## config.mk

```make
export PLATFORM = sky130hd
export DESIGN_NAME = pow_to_num
export DESIGN_NICKNAME = d
export VERILOG_FILES = /design/src/rtl/pow_to_num.sv
export SDC_FILE = /design/constraint.sdc
export NUM_CORES = 1
export LEC_CHECK = 0
export ABC_AREA = 1
export CORE_AREA = 2 2 47 49
export DETAILED_ROUTE_END_ITERATION = 6
export DIE_AREA = 0 0 49 51
export PLACE_DENSITY = 0.62
export SLEW_MARGIN = 20
export SYNTH_ARGS = -nofsm -noshare
export SYNTH_HDL_FRONTEND = slang
export SYNTH_SLANG_ARGS = --single-unit
```

## constraint.sdc

```tcl
create_clock -name clk -period 1.33 [get_ports clk]
set_input_delay 0.266 -clock clk [delete_from_list [all_inputs] [get_ports clk]]
set_output_delay 0.266 -clock clk [all_outputs]
set_load 0.01 [all_outputs]
```

## src/rtl/pow_to_num.sv

```systemverilog
// Sequential exponent-to-one-hot decoder: returns num = 1 << pow, built with one
// left shift per cycle behind valid/ready handshakes on both sides.
module pow_to_num #(
    parameter int W_POW = 3,
    parameter int W_NUM = 1 << W_POW
) (
    input  logic             clk,
    input  logic             rst_n,
    input  logic             in_valid,
    output logic             in_ready,
    input  logic [W_POW-1:0] pow,
    output logic             out_valid,
    input  logic             out_ready,
    output logic [W_NUM-1:0] num,
    output logic             busy
);

    typedef enum logic [1:0] {
        IDLE  = 2'd0,
        SHIFT = 2'd1,
        DONE  = 2'd2
    } state_t;

    state_t           r_state;
    state_t           w_next;
    logic [W_POW-1:0] r_cnt;
    logic [W_NUM-1:0] r_num;
    logic             w_accept;

    assign w_accept = (r_state == IDLE) && in_valid;

    always_ff @(posedge clk) begin
        if (!rst_n) begin
            r_state <= IDLE;
        end else begin
            r_state <= w_next;
        end
    end

    always_ff @(posedge clk) begin
        if (!rst_n) begin
            r_num <= '0;
            r_cnt <= '0;
        end else begin
            case (r_state)
                IDLE: begin
                    if (w_accept) begin
                        r_num <= W_NUM'(1);
                        r_cnt <= pow;
                    end
                end
                SHIFT: begin
                    r_num <= r_num << 1;
                    r_cnt <= r_cnt - W_POW'(1);
                end
                default: begin
                    r_num <= r_num;
                    r_cnt <= r_cnt;
                end
            endcase
        end
    end

    always_comb begin
        w_next = r_state;
        case (r_state)
            IDLE: begin
                if (w_accept) begin
                    w_next = (pow == '0) ? DONE : SHIFT;
                end
            end
            SHIFT: begin
                if (r_cnt == W_POW'(1)) begin
                    w_next = DONE;
                end
            end
            DONE: begin
                if (out_ready) begin
                    w_next = IDLE;
                end
            end
            default: w_next = IDLE;
        endcase
    end

    // Handshake outputs depend only on registered state.
    always_comb begin
        in_ready  = 1'b0;
        out_valid = 1'b0;
        busy      = 1'b0;
        case (r_state)
            IDLE:    in_ready = 1'b1;
            SHIFT:   busy = 1'b1;
            DONE: begin
                out_valid = 1'b1;
                busy      = 1'b1;
            end
            default: in_ready = 1'b0;
        endcase
    end

    assign num = r_num;

endmodule

```

**Run 1: congestion heat map**

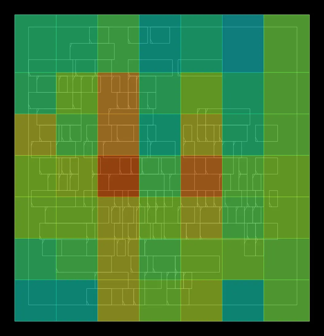
GR met3 Demand/Resource: 0.0351
routed length per instance: 9.33 µm
met2 usage: 0.212

**Run 1: the metal 1 layer**

The bar under the picture is 10 µm long. Cells faint in the background.
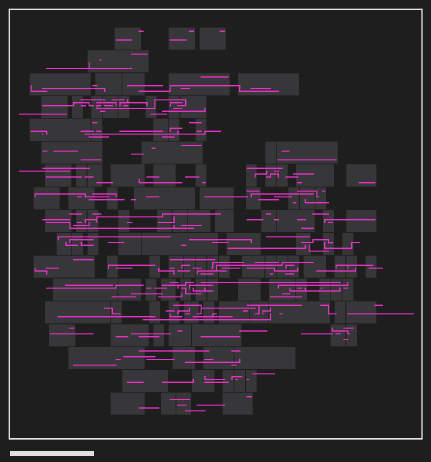
nets with wire on the layer: 126
wire length on this layer: 681 µm
share of all routed wire: 47%

**Run 1: routed metal, one colour a layer**

The bar under the picture is 10 µm long. Only two layers are drawn.
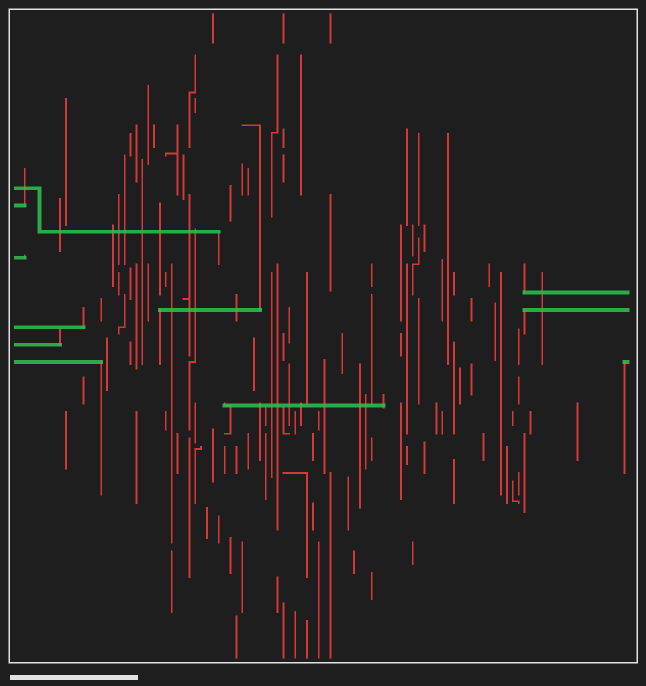
legend:
  green:
    layer: metal 3
    wire_length: 72.6 µm
  red:
    layer: metal 2
    wire_length: 693 µm

==> flow_summary.json, run 1 <==
{
  "fa_ha_area_frac": 0.112,
  "reg2reg_to": "num[2]",
  "seq_power_share": 0.250,
  "clock_buffers": 4,
  "grt_pass1_vias": 593,
  "firstDrtPassIters": 4,
  "netSwitchingFraction": 0.422,
  "crit_required_ns": 1.06,
  "n_antenna_cell": 0,
  "logic_gate_count": 68,
  "leakage_nw": 0.500,
  "clkCellAreaFrac": 0.0255,
  "slew_viol_final": 0,
  "cp_cell_sequence": "buf_4, ha_2, buf_2",
  "bufAreaShareNonClock": 0.227,
  "ir_drop_uv": 1210,
  "ys_warn_count": 0,
  "hpwl_mm": 1.13,
  "hold_path.class": "reg -> reg",
  "finalNonFillerCells": 155,
  "h-tree-depth": 1,
  "status": "finished clean",
  "async_flop_share": 0,
  "hold_depth": 2,
  "area_growth_pct": 53.6,
  "wl_met2_um": 693,
  "final_cell_mix": "nand2_1, inv_1, dfxtp_1",
  "totalWireLength_mm": 1.45
}
## Run 2: what changed since run 1
--- a/config.mk
+++ b/config.mk
@@ -10,7 +10,8 @@
 export DETAILED_ROUTE_END_ITERATION = 6
 export DIE_AREA = 0 0 49 51
 export PLACE_DENSITY = 0.62
-export SLEW_MARGIN = 20
+export RECOVER_POWER = 25
+export SLEW_MARGIN = 5
 export SYNTH_ARGS = -nofsm -noshare
 export SYNTH_HDL_FRONTEND = slang
 export SYNTH_SLANG_ARGS = --single-unit
**Run 2: congestion heat map**

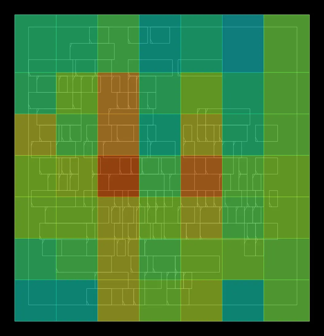
grt peak-use layer: met2
final core occ: 0.498
met1 GRT Util: 0.151
GRT Total Usage: 0.127

**Run 2: wire density map**

10 x 10 tiles, from white (low) to dark blue (high), scaled to the fullest tile. Values are wire area over tile area, all layers added.
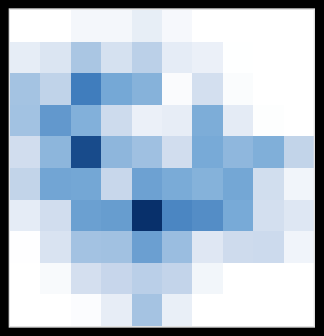
emptiest ninth of the die: top right
fullest tile: 0.39
nearly empty tiles: 25%

**Run 2: the metal 1 layer**

The bar under the picture is 10 µm long. Cells faint in the background.
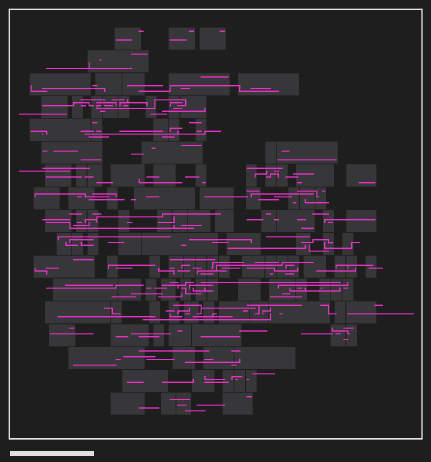
main direction: horizontal
wire length on this layer: 681 µm
longest straight run: 16.6 µm
share of all routed wire: 47%

==> run 2 against run 1 <==
  * Final area unchanged
  * Total power unchanged
  * Via count unchanged
  * Sequential power about the same
  * Clock skew unchanged
  * Routed wire length unchanged
  * Non-clock buffer count unchanged
  * Critical path type unchanged
==> flow_summary.json, run 2 <==
{
  "reg2reg_to": "num[2]",
  "n_antenna_cell": 0,
  "hpwl_mm": 1.13,
  "wl_met2_um": 693,
  "grt_pass1_vias": 593,
  "leakage_nw": 0.500,
  "clkCellAreaFrac": 0.0255,
  "logic_gate_count": 68,
  "totalWireLength_mm": 1.45,
  "synth.avg_cell_area_um2": 6.90,
  "seq_power_share": 0.250,
  "fa_ha_area_frac": 0.112,
  "use_met3": 0.0351,
  "firstDrtPassIters": 4,
  "wl_per_cell_um": 9.33,
  "netlist_instances": 97,
  "use_met2": 0.212,
  "status": "finished clean",
  "synth_seq_share": 0.389,
  "slew_viol_final": 0,
  "bufAreaShareNonClock": 0.227,
  "finalNonFillerCells": 155,
  "ys_warn_count": 0,
  "netSwitchingFraction": 0.422,
  "hold_depth": 2,
  "final_cell_mix": "nand2_1, inv_1, dfxtp_1",
  "hold_path.class": "reg -> reg",
  "antenna_left": 0
}
## Run 3: what changed since run 2
==> constraint.sdc (replaced) <==
create_clock -name clk -period 1.33 [get_ports clk]
set_input_delay 0.266 -clock clk [delete_from_list [all_inputs] [get_ports clk]]
set_output_delay 0.266 -clock clk [all_outputs]
set_load 0.02 [all_outputs]
**Run 3: wire density map**

10 x 10 tiles, from white (low) to dark blue (high), scaled to the fullest tile. Values are wire area over tile area, all layers added.
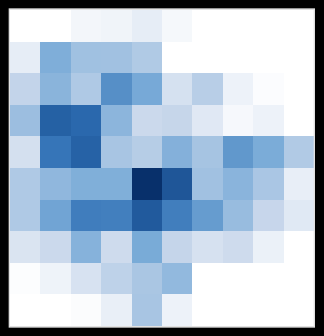
fullest tile: 0.35
emptiest ninth of the die: top right
tiles over half the peak: 15%
nearly empty tiles: 27%

**Run 3: routed metal, one colour a layer**

The bar under the picture is 10 µm long. Only two layers are drawn.
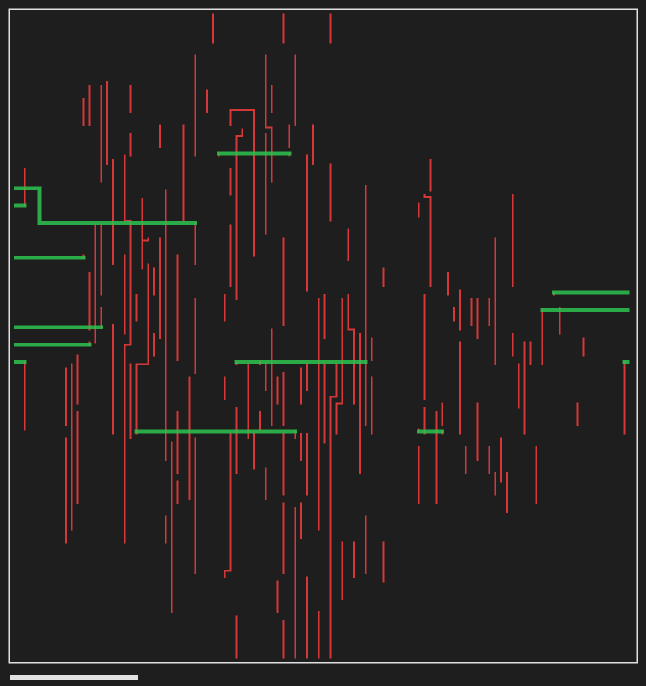
legend:
  red:
    layer: metal 2
    wire_length: 725 µm
  green:
    layer: metal 3
    wire_length: 78.4 µm

==> run 3 against run 2 <==
  * Global-route usage increased by 0.64 points
  * Via count increased by 0.15%
  * Highest routed layer unchanged
  * Core utilization increased by 0.55 points
==> flow_summary.json, run 3 <==
{
  "fin_util": 0.504,
  "antenna_left": 0,
  "combinationalPowerShare": 0.653,
  "final-seq-area_um2": 263,
  "placement.cell_area_um2": 931,
  "taps": 28,
  "synth.avg_cell_area_um2": 6.90,
  "use_met1": 0.158,
  "tool_warnings": 32,
  "edf_count": 0,
  "synth_top_cell_by_area": "dfxtp_1",
  "drive_gt1_frac": 0.297,
  "cp_slowest_cell": "dfxtp_2",
  "wl_met2_um": 725,
  "netlist_instances": 97,
  "hpwl_mm": 1.14,
  "reg2reg_to": "r_cnt[0]",
  "buffers": 28,
  "final_cell_mix": "nand2_1, inv_1, dfxtp_1",
  "seq_share": 0.253,
  "fin_crit_sh": 0.985,
  "ff_type": "dfxtp_1",
  "fa_ha_area_frac": 0.112,
  "clkCellAreaFrac": 0.0253,
  "firstDrtPassIters": 4,
  "n_antenna_cell": 0,
  "leakage_nw": 0.505,
  "bufAreaShareNonClock": 0.238,
  "wl_per_cell_um": 9.60,
  "seq_power_share": 0.241,
  "status": "finished clean",
  "grt_pass1_vias": 635,
  "finalNonFillerCells": 156,
  "netSwitchingFraction": 0.434,
  "numSynthFlops": 13,
  "hold_depth": 2,
  "cts_tree": "yes",
  "synth_seq_share": 0.389,
  "logic_gate_count": 68,
  "totalWireLength_mm": 1.50,
  "ys_warn_count": 0
}
**Run 3: the metal 1 layer**

The bar under the picture is 10 µm long. Cells faint in the background.
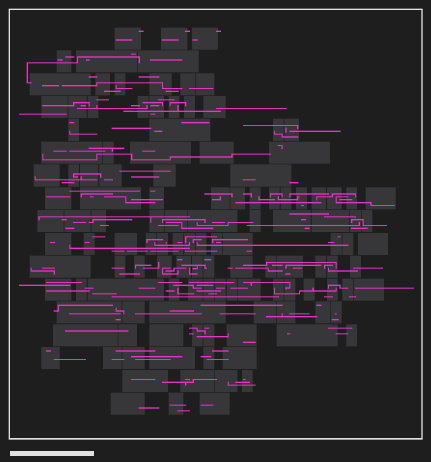
wire length on this layer: 695 µm
main direction: horizontal
nets with wire on the layer: 124
share of all routed wire: 46%
longest straight run: 19.8 µm

Power and IR drop assume default switching activity.
